### Cell outlines without signal wires, run 1

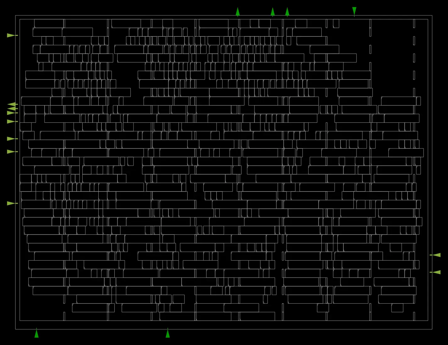
### Wiring by layer, run 1

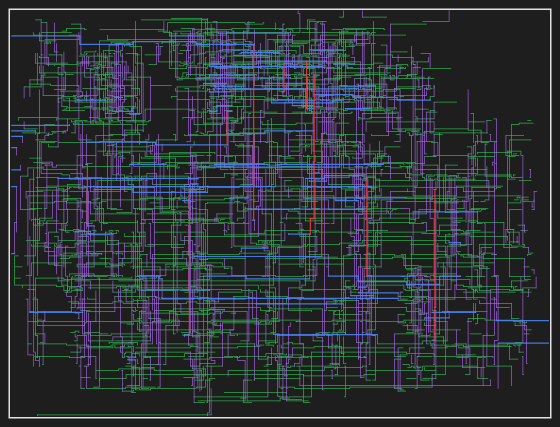
### Placement by cell class, run 1

The bar under the picture is 50 um long. Fill, decap, tap and diode cells in grey.
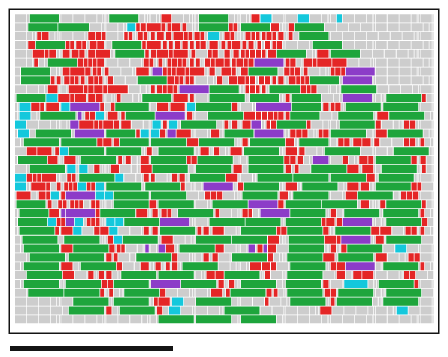
`src/rtl/uart_tx_fifo_if.sv`:
```
// uart_tx_fifo_if
//   Byte-stream link between the I/O controller and the UART transmitter.
//   master : the controller. It drives din/wr and observes the status and line.
//   slave  : the transmitter. It accepts din/wr and drives full/empty/busy/ovf/tx.
// Signals
//   din   [7:0]  byte to transmit
//   wr           write strobe, accepted when full=0
//   full         FIFO holds FIFO_DEPTH bytes
//   empty        FIFO holds 0 bytes
//   busy         serializer is not idle
//   ovf          sticky overflow, a write was attempted while full
//   tx           serial line, idle high
interface uart_tx_fifo_if;
  logic [7:0] din;
  logic       wr;
  logic       full;
  logic       empty;
  logic       busy;
  logic       ovf;
  logic       tx;

  modport master (output din, wr, input full, empty, busy, ovf, tx);
  modport slave  (input din, wr, output full, empty, busy, ovf, tx);
endinterface

```
`src/rtl/uart_tx_fifo.sv`:
```
// uart_tx_fifo
//   UART transmitter with an input FIFO. Bytes written through the bus are
//   queued and serialized LSB first as 8N1 (8E1 when UART_TX_PARITY_EN is
//   defined) at CLK_FREQ/BAUD clocks per bit. Back-to-back frames have no
//   idle gap between them.
// Parameters
//   CLK_FREQ    system clock in Hz
//   BAUD        line rate in bit/s, DIV = CLK_FREQ/BAUD must be >= 2
//   FIFO_DEPTH  FIFO entries, a power of 2 and >= 2
// Ports
//   clk   system clock, posedge
//   rst   asynchronous reset, active low
//   bus   uart_tx_fifo_if.slave (din, wr in; full, empty, busy, ovf, tx out)
// Optional feature
//   UART_TX_PARITY_EN  adds an even parity bit after the data bits (8E1)
module uart_tx_fifo #(
  parameter int CLK_FREQ   = 100000000,
  parameter int BAUD       = 115200,
  parameter int FIFO_DEPTH = 16
) (
  input  logic           clk,
  input  logic           rst,
  uart_tx_fifo_if.slave  bus
);

  localparam int DIV   = CLK_FREQ / BAUD;
  localparam int CNT_W = $clog2(DIV);
  localparam int AW    = $clog2(FIFO_DEPTH);
  localparam int CW    = AW + 1;
  localparam logic [CNT_W-1:0] BAUD_RELOAD = CNT_W'(DIV - 1);

  typedef enum logic [2:0] {
    S_IDLE,
    S_START,
    S_DATA,
`ifdef UART_TX_PARITY_EN
    S_PARITY,
`endif
    S_STOP
  } state_t;

  // FIFO storage and bookkeeping
  logic [7:0]    r_mem [FIFO_DEPTH];
  logic [AW-1:0] r_wptr;
  logic [AW-1:0] r_rptr;
  logic [CW-1:0] r_count;
  logic          r_full;
  logic          r_empty;
  logic          r_ovf;

  // Serializer
  state_t           r_state;
  logic [CNT_W-1:0] r_baud;
  logic [2:0]       r_bit;
  logic [7:0]       r_shift;
  logic             r_tx;
`ifdef UART_TX_PARITY_EN
  logic             r_par;
  logic             w_par_next;
`endif

  state_t           w_state_next;
  logic [CNT_W-1:0] w_baud_next;
  logic [2:0]       w_bit_next;
  logic [7:0]       w_shift_next;
  logic             w_tx_next;
  logic             w_pop;
  logic             w_push;
  logic [7:0]       w_head;
  logic [CW-1:0]    w_count_next;

  // A write while full is dropped even if a pop frees a slot on the same edge.
  assign w_push = bus.wr & ~r_full;
  assign w_head = r_mem[r_rptr];

  always_comb begin
    w_count_next = r_count;
    case ({w_push, w_pop})
      2'b10:   w_count_next = r_count + CW'(1);
      2'b01:   w_count_next = r_count - CW'(1);
      default: w_count_next = r_count;
    endcase
  end

  always_ff @(posedge clk) begin
    if (w_push) r_mem[r_wptr] <= bus.din;
  end

  always_ff @(posedge clk or negedge rst) begin
    if (!rst) begin
      r_wptr  <= '0;
      r_rptr  <= '0;
      r_count <= '0;
      r_full  <= 1'b0;
      r_empty <= 1'b1;
      r_ovf   <= 1'b0;
    end else begin
      if (w_push) r_wptr <= r_wptr + AW'(1);
      if (w_pop)  r_rptr <= r_rptr + AW'(1);
      r_count <= w_count_next;
      r_full  <= (w_count_next == CW'(FIFO_DEPTH));
      r_empty <= (w_count_next == '0);
      if (bus.wr && r_full) r_ovf <= 1'b1;
    end
  end

  always_ff @(posedge clk or negedge rst) begin
    if (!rst) begin
      r_state <= S_IDLE;
      r_baud  <= '0;
      r_bit   <= '0;
      r_shift <= '0;
      r_tx    <= 1'b1;
`ifdef UART_TX_PARITY_EN
      r_par   <= 1'b0;
`endif
    end else begin
      r_state <= w_state_next;
      r_baud  <= w_baud_next;
      r_bit   <= w_bit_next;
      r_shift <= w_shift_next;
      r_tx    <= w_tx_next;
`ifdef UART_TX_PARITY_EN
      r_par   <= w_par_next;
`endif
    end
  end

  // tx is registered: each branch sets the level for the bit that begins at
  // this edge, so the line changes exactly on the state change.
  always_comb begin
    w_state_next = r_state;
    w_baud_next  = r_baud;
    w_bit_next   = r_bit;
    w_shift_next = r_shift;
    w_tx_next    = r_tx;
    w_pop        = 1'b0;
`ifdef UART_TX_PARITY_EN
    w_par_next   = r_par;
`endif
    case (r_state)
      S_IDLE: begin
        w_tx_next = 1'b1;
        if (!r_empty) begin
          w_pop        = 1'b1;
          w_shift_next = w_head;
`ifdef UART_TX_PARITY_EN
          w_par_next   = ^w_head;
`endif
          w_state_next = S_START;
          w_baud_next  = BAUD_RELOAD;
          w_tx_next    = 1'b0;
        end
      end
      S_START: begin
        if (r_baud == '0) begin
          w_state_next = S_DATA;
          w_baud_next  = BAUD_RELOAD;
          w_bit_next   = '0;
          w_tx_next    = r_shift[0];
        end else begin
          w_baud_next = r_baud - 1'b1;
        end
      end
      S_DATA: begin
        if (r_baud == '0) begin
          w_baud_next = BAUD_RELOAD;
          if (r_bit == 3'd7) begin
`ifdef UART_TX_PARITY_EN
            w_state_next = S_PARITY;
            w_tx_next    = r_par;
`else
            w_state_next = S_STOP;
            w_tx_next    = 1'b1;
`endif
          end else begin
            w_bit_next   = r_bit + 3'd1;
            w_shift_next = r_shift >> 1;
            w_tx_next    = r_shift[1];  // next bit after the shift
          end
        end else begin
          w_baud_next = r_baud - 1'b1;
        end
      end
`ifdef UART_TX_PARITY_EN
      S_PARITY: begin
        if (r_baud == '0) begin
          w_state_next = S_STOP;
          w_baud_next  = BAUD_RELOAD;
          w_tx_next    = 1'b1;
        end else begin
          w_baud_next = r_baud - 1'b1;
        end
      end
`endif
      S_STOP: begin
        if (r_baud == '0) begin
          // Chain straight into the next start bit when data is waiting.
          if (!r_empty) begin
            w_pop        = 1'b1;
            w_shift_next = w_head;
`ifdef UART_TX_PARITY_EN
            w_par_next   = ^w_head;
`endif
            w_state_next = S_START;
            w_baud_next  = BAUD_RELOAD;
            w_tx_next    = 1'b0;
          end else begin
            w_state_next = S_IDLE;
            w_tx_next    = 1'b1;
          end
        end else begin
          w_baud_next = r_baud - 1'b1;
        end
      end
      default: begin
        w_state_next = S_IDLE;
        w_tx_next    = 1'b1;
      end
    endcase
  end

  assign bus.tx    = r_tx;
  assign bus.busy  = (r_state != S_IDLE);
  assign bus.full  = r_full;
  assign bus.empty = r_empty;
  assign bus.ovf   = r_ovf;

endmodule

```
`src/flat_wrapper.sv`:
```
// flat-port wrapper written by rule: the top's interface ports become plain ports
module uart_tx_fifo_flat 
#(
  parameter int CLK_FREQ   = 100000000,
  parameter int BAUD       = 115200,
  parameter int FIFO_DEPTH = 16
)
  (clk, rst, bus_din, bus_wr, bus_full, bus_empty, bus_busy, bus_ovf, bus_tx);
  uart_tx_fifo_if bus_i ();
  input  logic clk;
  input  logic rst;
  input wire logic [$bits(bus_i.din)-1:0] bus_din;
  input wire logic [$bits(bus_i.wr)-1:0] bus_wr;
  output wire logic [$bits(bus_i.full)-1:0] bus_full;
  output wire logic [$bits(bus_i.empty)-1:0] bus_empty;
  output wire logic [$bits(bus_i.busy)-1:0] bus_busy;
  output wire logic [$bits(bus_i.ovf)-1:0] bus_ovf;
  output wire logic [$bits(bus_i.tx)-1:0] bus_tx;
  assign bus_i.din = bus_din;
  assign bus_i.wr = bus_wr;
  assign bus_full = bus_i.full;
  assign bus_empty = bus_i.empty;
  assign bus_busy = bus_i.busy;
  assign bus_ovf = bus_i.ovf;
  assign bus_tx = bus_i.tx;
  uart_tx_fifo #(.CLK_FREQ(CLK_FREQ), .BAUD(BAUD), .FIFO_DEPTH(FIFO_DEPTH)) u_core (.clk(clk), .rst(rst), .bus(bus_i));
endmodule
```
`config.mk`:
```
export PLATFORM = sky130hd
export DESIGN_NAME = uart_tx_fifo_flat
export DESIGN_NICKNAME = d
export VERILOG_FILES = /design/src/rtl/uart_tx_fifo_if.sv /design/src/rtl/uart_tx_fifo.sv /design/src/flat_wrapper.sv
export SDC_FILE = /design/constraint.sdc
export NUM_CORES = 1
export LEC_CHECK = 0
export ABC_AREA = 1
export CAP_MARGIN = 20
export CORE_ASPECT_RATIO = 0.75
export CORE_UTILIZATION = 60
export DETAILED_ROUTE_END_ITERATION = 10
export GPL_ROUTABILITY_DRIVEN = 0
export PLACE_DENSITY = 0.77
export REMOVE_ABC_BUFFERS = 1
export SLEW_MARGIN = 10
export SYNTH_ARGS = -nofsm -noshare
export SYNTH_HDL_FRONTEND = slang
export SYNTH_SLANG_ARGS = --single-unit
export TNS_END_PERCENT = 10
```
`constraint.sdc`:
```
create_clock -name clk -period 2.9 [get_ports clk]
set_input_delay 0.435 -clock clk [delete_from_list [all_inputs] [get_ports clk]]
set_output_delay 0.435 -clock clk [all_outputs]
set_load 0.02 [all_outputs]
```
==> run_results.csv, run 1 <==
group,metric,value,unit
finish,layout_top_cell,"edfxtp_1",
yosys,edf_count,128,
status,status,"completed",
yosys,simple_gate_area_share,8.75,%
yosys,ys.flop_type,"edfxtp_1",
clock_network,ctsHoldBuffers,0,
finish,final_nets,713,
yosys,ys_chip_area,7550,um2
die,io_pins,16,
setup_path,cp_max_fo,6,
placed_design,port_buffers,15,
clock_network,cts.clk_slew.worst_paths,70,ps
clock_network,cts_tree,"done",
yosys,ys_sh_aoi,13.4,%
setup_path,required,3260,ps
drt,met2_length,7020,um
die,die_area,13000,um2
yosys,syn_inst,653,
sta,timing.fmax,388,MHz
drt,top_layer,"met4",
flow_run,drv_cap,0,
global_routing,met1_usage,37.1,%
power,p_per_area,1050,nW/um2
clock_network,clock-sinks,168,
clock_network,clockBufferDepth,2,
placed_design,dp_hpwl,10000,um
yosys,synth.avg_cell_area,11.6,um2
About 'Cell outlines without signal wires':
Layout Cells excl Fill: 865
Core Area: 12300 um2
flop count: 168
number of tapcells: 166

About 'Wiring by layer':
[met1] green | wire length: 7200 um
[met3] blue | wire length: 1120 um
[met2] purple | wire length: 7020 um
[met4] red | wire length: 250 um
total number of vias: 5042
Routed WL: 15600 um

About 'Placement by cell class':
[other buffers and delay cells] cyan | cells: 40 | share of their area: 4.1%
[all other logic] red | cells: 459 | share of their area: 31%
[flip-flops] green | cells: 168 | share of their area: 58%
[clock drivers and dummy loads] purple | cells: 32 | share of their area: 7.0%
final core occ: 69.9%
Cell Rows: 35
post-route cell area: 8570 um2
sequential share of cell area: 56.6%

run 1: final timing paths:
check,from,end,slack (ps),cells past startpoint
max,u_core.r_baud[0],u_core.bus.empty,320,15
min,rst,u_core.r_bit[0],20,1
max reg2reg,u_core.r_baud[0],u_core.bus.empty,320,15
min reg2reg,u_core.bus.ovf,u_core.bus.ovf,460,1
max in group asynchronous,rst,u_core.bus.empty,2190,2
min in group clk,u_core.bus.ovf,u_core.bus.ovf,460,1
run 1: worst reg2reg max path, cell delays in order, from the launching register on:
cell,delay (ps)
dfrtp_1,370
inv_1,130
ha_1,190
inv_1,50
nor3_2,170
nand3_2,130
nand2_4,110
nand2_1,100
inv_1,140
ha_1,290
inv_2,110
o21ai_0,100
or2_2,300
nor2_2,120
nand3_2,90
nor2_1,110
run 1: cell usage after synthesis (2+ instances only):
cell type,instances,share of area (%)
a31oi_1,3,0.25
clkbuf_1,16,0.80
inv_2,2,0.099
a21oi_1,54,3.6
xor2_1,7,0.81
mux2i_1,32,4.2
nor3_1,5,0.33
buf_4,4,0.40
buf_2,6,0.40
ha_1,16,2.7
nand2_2,6,0.50
nor2_2,4,0.33
o211ai_1,31,3.1
xnor2_1,2,0.23
o21ai_0,76,5.0
nand2_1,55,2.7
dfrtp_1,38,13
nand4_1,5,0.41
nand3_2,3,0.40
o21ai_1,3,0.20
o31ai_1,3,0.30
edfxtp_1,128,51
nand3_1,16,1.1
nor2_1,38,1.9
a22oi_1,5,0.50
dfstp_2,2,0.70
inv_1,80,4.0
run 1: timing repair:
action | in CTS | in global routing
resized | 0 | 1
buffers inserted | 0 | 0
endpoints found under the setup margin | 0 | 1
run 1: sequential cells by signal (all words and copies together) (netlist names):
name / cells
u_core.r_count: 5
u_core.bus.ovf: 1
u_core.r_wptr: 4
u_core.r_bit: 3
u_core.bus.empty: 1
u_core.r_rptr: 4
u_core.r_state: 2
u_core.bus.full: 1
u_core.r_shift: 8
u_core.bus.tx: 1
u_core.r_baud: 10
u_core.r_mem: 128
run 1: power breakdown:
part / switching [mW] / internal [mW]
Combinational: 2.10 / 1.19
Clock: 0.907 / 1.31
Sequential: 0.417 / 3.05
Total: 3.42 / 5.56
run 1: layout make-up:
| class | count | area (um2) | area share [%] |
|---|---|---|---|
| inverters | 83 | 312 | 3.63 |
| repair buffers | 40 | 345 | 4.03 |
| clock inverters | 8 | 82.6 | 0.963 |
| clock buffers | 24 | 504 | 5.88 |
| well taps | 166 | 208 | 2.42 |
| flip-flops and latches | 168 | 4850 | 56.6 |
| multi-input cells | 376 | 2270 | 26.5 |
run 1: per-stage QoR:
stage	hold WS [ps]	setup slack [ps]	cell area (um2)	util (%)	setup TNS (ps)
2_1_floorplan	139	-165	7430	-	-1220
3_3_place_gp	441	403	7990	65.1	0
3_5_place_dp	446	275	7990	65.1	0
4_1_cts	26.1	252	8570	69.9	0
5_1_grt	53.0	61.6	8570	69.9	0
6_report	19.5	319	8570	69.9	0
==> run 2, diff against run 1 <==
--- a/config.mk
+++ b/config.mk
@@ -6,11 +6,12 @@
 export NUM_CORES = 1
 export LEC_CHECK = 0
 export ABC_AREA = 1
+export ABC_CLOCK_PERIOD_IN_PS = 2900
 export CAP_MARGIN = 20
 export CORE_ASPECT_RATIO = 0.75
 export CORE_UTILIZATION = 60
 export DETAILED_ROUTE_END_ITERATION = 10
-export GPL_ROUTABILITY_DRIVEN = 0
+export GPL_ROUTABILITY_DRIVEN = 1
 export PLACE_DENSITY = 0.77
 export REMOVE_ABC_BUFFERS = 1
 export SLEW_MARGIN = 10
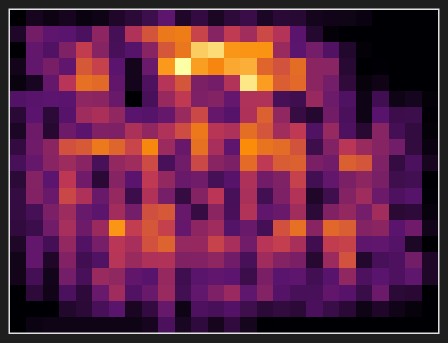
*Routed metal per tile, run 2*
26 x 20 tiles, from black (low) to pale yellow (high), scaled to the fullest tile. Values are wire area over tile area, all layers added.
mean over tiles: 0.19
tiles over half the peak: 15%
nearly empty tiles: 10%
emptiest ninth of the die: north-east
All-Layer GR Usage: 26.0%
drt wl/cell: 18.0 um

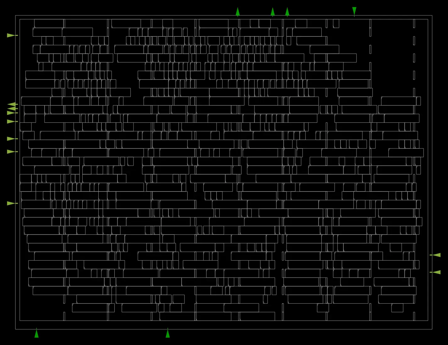
*Cell outlines without signal wires, run 2*
FILL cells: 864

==> run 2 against run 1 <==
  * First-iteration DRC count unchanged
  * Flip-flop count unchanged
  * Critical endpoint unchanged
  * Highest routed layer unchanged
  * Synthesized area unchanged
  * Largest cell class unchanged
  * Sequential power about the same
  * Count of clock-buffer cells in the layout unchanged
  * Die size unchanged
  * Power unchanged
  * Worst hold slack unchanged
  * Core utilization unchanged
  * Synthesized cell count unchanged
==> run_results.csv, run 2 <==
group,metric,value,unit
yosys,top_area_cell,"edfxtp_1",
finish,design_area,8570,um2
placed_design,port_buffers,15,
setup_path,rrSetupSlack,320,ps
finish,largest-register,"u_core.r_mem",
yosys,top_cell_area_share,50.9,%
yosys,edf_count,128,
finish,fin_cells,865,
die,num_rows,35,
yosys,ys.flop_type,"edfxtp_1",
finish,layout_top_cell,"edfxtp_1",
sta,final.min_clock_period,2580,ps
status,status,"completed",
yosys,synth.avg_cell_area,11.6,um2
yosys,yosys-top-cells-area,"edfxtp_1 51%, dfrtp_1 13%, o21ai_0 5.0%",
finish,combGateArea,2270,um2
finish,flop_area,4850,um2
finish,fin_util,69.9,%
drt,vias,5042,
yosys,most_common_cell,"edfxtp_1",
die,initial_core_util,61.6,%
setup_path,rr_worst_depth,15,
placed_design,place_area,7990,um2
clock_network,clock-sinks,168,
placed_design,dp_hpwl,10000,um
yosys,syn_inst,653,
setup_path,worstReg2RegEnd,"u_core.bus.empty",
setup_path,endpoint_kind,"register",
yosys,synth.top_cells.by_count,"128 x edfxtp_1, 80 x inv_1, 76 x o21ai_0, 55 x nand2_1, 54 x a21oi_1",
finish,largest_register_ffs,128,
setup_path,reg2reg_from,"u_core.r_baud[0]",
die,coreArea,12300,um2
clock_network,clockBufferDepth,2,
finish,top_regs,"u_core.r_mem (128), u_core.r_baud (10), u_core.r_shift (8)",
finish,syn2layout_area_growth,13.6,%
flow_run,drv_cap,0,
sta,timing.fmax,388,MHz
setup_path,slowest_delay,370,ps
drt,totalWireLength,15600,um
die,die_area,13000,um2
setup_path,cp_max_fo,6,
finish,final_nets,713,
## run 2: cell counts after synthesis
Identical to the previous run, type by type.
## run 2: cell families (layout without fill, tap and decap cells)
logic type               count (synthesis)  count (layout)  share of synthesized area [%]
multiplexers                            32              32                           4.24
AND/OR/NAND/NOR                        140             140                           8.75
adder cells (fa/ha/maj)                 16              16                           2.65
buffers and inverters                  109             155                           5.72
flip-flops                             168             168                           64.2
XOR/XNOR                                 9               9                           1.04
AND-OR/OR-AND                          179             179                           13.4
## run 2: routing by layer
layer  global-route usage (%)  wire length [um]  vias up
met4                     9.39               249        0
met5                        0                 0        -
met2                     38.8              7020      190
met1                     37.1              7200     2451
li1                         -                 -     2377
met3                     7.14              1120       24
## run 2: final cells by class
| type | instances | share of cell area, % |
|---|---|---|
| Timing Repair Buffer | 40 | 4.03 |
| Tap cell | 166 | 2.42 |
| Multi-Input combinational cell | 376 | 26.5 |
| Clock buffer | 24 | 5.88 |
| Inverter | 83 | 3.63 |
| Sequential cell | 168 | 56.6 |
| Clock inverter | 8 | 0.963 |
## run 2: worst reg2reg max path: cells and delay by family, from the launching register on
kind	cells	cell delay, ps
AND-OR/OR-AND	1	100
adder cells (fa/ha/maj)	2	480
flip-flops	1	370
buffers and inverters	4	430
AND/OR/NAND/NOR	8	1130
## run 2: how the worst max path moves through the flow
stage	startpoint	endpoint	slack (ps)	cells past startpoint
finish	u_core.r_baud[0]	u_core.bus.empty	320	15
detailed placement	u_core.r_baud[0]	u_core.bus.empty	280	15
global route	u_core.r_baud[0]	u_core.bus.empty	60	15
floorplan	u_core.r_rptr[0]	u_core.r_shift[0]	-160	7
global placement	bus_wr	u_core.bus.full	400	14
CTS	u_core.r_baud[0]	u_core.bus.empty	250	15
## run 2: what timing repair did
action,4_1_cts,5_1_grt
setup endpoints to repair,0,1
buffers inserted,0,0
hold buffers,0,0
gates resized,0,1
## run 2: metrics by stage
| stage | setup WS [ps] | setup TNS (ps) | hold WS, ps |
|---|---|---|---|
| 5_1_grt | 61.6 | 0 | 53.0 |
| 4_1_cts | 252 | 0 | 26.1 |
| 3_3_place_gp | 403 | 0 | 441 |
| 2_1_floorplan | -165 | -1220 | 139 |
| 3_5_place_dp | 275 | 0 | 446 |
| 6_report | 319 | 0 | 19.5 |
## run 2: power by group
group / switching [mW] / internal, mW / total, mW / leakage, nW
Combinational: 2.10 / 1.19 / 3.29 / 1.46
Sequential: 0.417 / 3.05 / 3.47 / 1.65
Clock: 0.907 / 1.31 / 2.22 / 0.278
Total: 3.42 / 5.56 / 8.98 / 3.38
### Wiring by layer, run 2

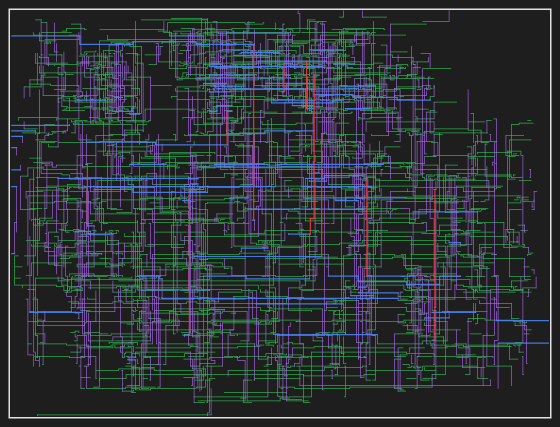

==> run 3, diff against run 2 <==
--- a/config.mk
+++ b/config.mk
@@ -10,6 +10,7 @@
 export CAP_MARGIN = 20
 export CORE_ASPECT_RATIO = 0.75
 export CORE_UTILIZATION = 60
+export CTS_BUF_LIST = sky130_fd_sc_hd__clkbuf_8
 export DETAILED_ROUTE_END_ITERATION = 10
 export GPL_ROUTABILITY_DRIVEN = 1
 export PLACE_DENSITY = 0.77
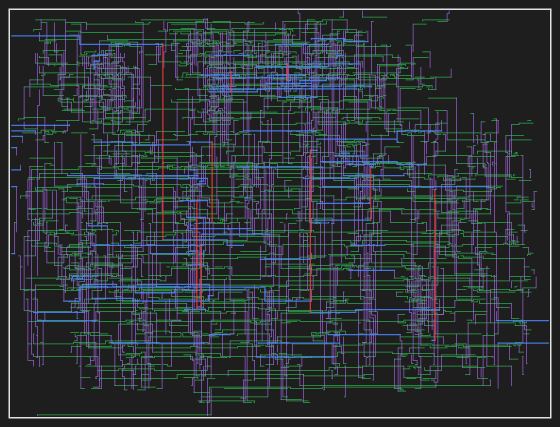
*Wiring by layer, run 3*
[met1] green | wire length: 7300 um
[met2] purple | wire length: 6820 um
[met3] blue | wire length: 1090 um
[met4] red | wire length: 207 um
drt wl/cell: 17.8 um
Routed WL: 15400 um

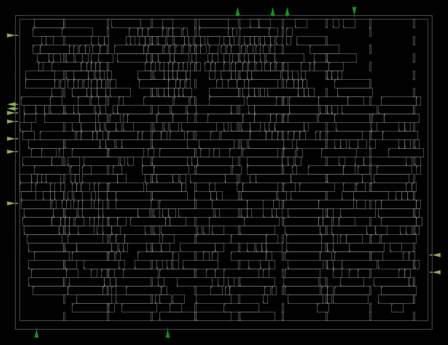
*Cell outlines without signal wires, run 3*
sequential share of cell area: 57.7%
final core occ: 68.5%
FILL cells: 903

==> run 3 against run 2 <==
  * Wire length fell by 1.1%
  * Critical path depth unchanged
  * Die size stayed put
  * Via count shrank 0.26%
  * Maximum frequency shrank 0.68%
  * Highest routed layer unchanged
  * Non-clock buffer count grew 1
  * Register-to-register slack worse by 20 ps
  * Sequential share of layout area rose by 1.2 points
  * Cell count increased by 0.12%
  * Critical path type unchanged
  * Combinational power barely moved
  * Synthesized area is the same
  * Clock skew is 6.2 ps higher
==> run_results.csv, run 3 <==
group,metric,value,unit
finish,top_regs,"u_core.r_mem (128), u_core.r_baud (10), u_core.r_shift (8)",
clock_network,clockBufferDepth,2,
yosys,synth_seq_share,64.2,%
yosys,edf_count,128,
drt,vias,5029,
yosys,syn_inst,653,
power,p_per_area,1000,nW/um2
die,coreArea,12300,um2
yosys,ys.flop_type,"edfxtp_1",
yosys,top_area_cell,"edfxtp_1",
clock_network,insertion_delay,440,ps
finish,syn2layout_area_growth,11.3,%
die,initial_core_util,61.6,%
flow_run,drv_cap,0,
power,p_leak,3.32,nW
global_routing,grtUsageTotal,26.0,%
finish,largest_register_ffs,128,
yosys,synth.avg_cell_area,11.6,um2
finish,layout_top_cell,"edfxtp_1",
placed_design,port_buffers,15,
die,die_area,13000,um2
setup_path,slowest_delay,380,ps
die,num_rows,35,
yosys,ys_cells,653,
yosys,synth.top_cells.by_count,"128 x edfxtp_1, 80 x inv_1, 76 x o21ai_0, 55 x nand2_1, 54 x a21oi_1",
status,status,"completed",
finish,fin_cells,866,
global_routing,grt_pass1_wl,25600,um
placed_design,dp_hpwl,10000,um
setup_path,worstSetupPathType,"register to register",
sta,min_period_over_period,89.6,%
sta,final.min_clock_period,2600,ps
yosys,top_cell_area_share,50.9,%
sta,timing.fmax,385,MHz
setup_path,cp.arrival,2980,ps
setup_path,endpoint_kind,"register",
yosys,yosys-top-cells-area,"edfxtp_1 51%, dfrtp_1 13%, o21ai_0 5.0%",
setup_path,required,3280,ps
clock_network,clock-sinks,168,
yosys,syn-cell-area,7550,um2
yosys,most_common_cell,"edfxtp_1",
clock_network,htree_levels,4,
finish,largest-register,"u_core.r_mem",
finish,final_nets,714,
setup_path,cp_max_fo,6,
sta,hold_ws,465,ps
-- run 3: cell counts after synthesis --
Identical to the previous run, type by type.
-- run 3: final timing paths --
kind,cells after the start,slack [ps],startpoint,endpoint
max in group asynchronous,3,1670,rst,u_core.bus.empty
setup reg to reg,15,300,u_core.r_baud[0],u_core.bus.empty
hold / removal,1,470,u_core.bus.ovf,u_core.bus.ovf
setup / recovery,15,300,u_core.r_baud[0],u_core.bus.empty
min in group asynchronous,2,540,rst,u_core.r_rptr[0]
hold reg to reg,1,470,u_core.bus.ovf,u_core.bus.ovf
-- run 3: worst max-delay path: cells and delay by family (launching register included) --
family                     cells  cell delay (ps)
buffers and inverters          4              430
and+or+nand+nor                8             1130
adders and majority gates      2              490
DFF                            1              380
AOI/OAI and AO/OA              1              110
-- run 3: stage by stage --
stage | power (mW) | setup TNS, ps | setup WS (ps) | util [%] | cell area, um2
after floorplan | 5.70 | -1220 | -165 | - | 7430
after global placement | 6.55 | 0 | 403 | 65.1 | 7990
after detailed placement | 6.71 | 0 | 275 | 65.1 | 7990
after CTS | 8.41 | 0 | 245 | 68.5 | 8400
after global routing | 9.03 | 0 | 38.3 | 68.5 | 8400
final | 8.43 | 0 | 302 | 68.5 | 8400
-- run 3: what timing repair did --
action	in CTS	in global routing
gates resized	0	1
setup buffers	0	0
endpoints found under the hold margin	8	0
endpoints found under the setup margin	0	2
hold buffers	1	0
-- run 3: cell type report --
| type | count | area, um2 | area share, % |
|---|---|---|---|
| clock buffer | 18 | 248 | 2.95 |
| clock inverter | 14 | 158 | 1.88 |
| multi-input combinational | 376 | 2270 | 27.0 |
| inverter | 83 | 312 | 3.71 |
| sequential | 168 | 4850 | 57.7 |
| timing repair buffer | 41 | 355 | 4.23 |
| tap | 166 | 208 | 2.47 |
-- run 3: logic make-up after synthesis --
logic type	after synthesis	share of synthesized area [%]
AND-OR/OR-AND	179	13.4
multiplexers	32	4.24
flip-flops	168	64.2
buffers and inverters	109	5.72
XOR/XNOR	9	1.04
adder cells (fa/ha/maj)	16	2.65
AND/OR/NAND/NOR	140	8.75
-- run 3: report_power, final --
part / internal [mW] / switching, mW
logic: 1.19 / 2.09
clock network: 0.867 / 0.819
registers: 3.05 / 0.417
total: 5.11 / 3.32
-- run 3: layer usage --
layer | part of all wire, % | GRT usage, %
met5 | 0 | 0
met4 | 1.3 | 8.41
met3 | 7.1 | 7.24
met2 | 44 | 39.0
met1 | 47 | 37.1
Power and IR drop assume default switching activity.
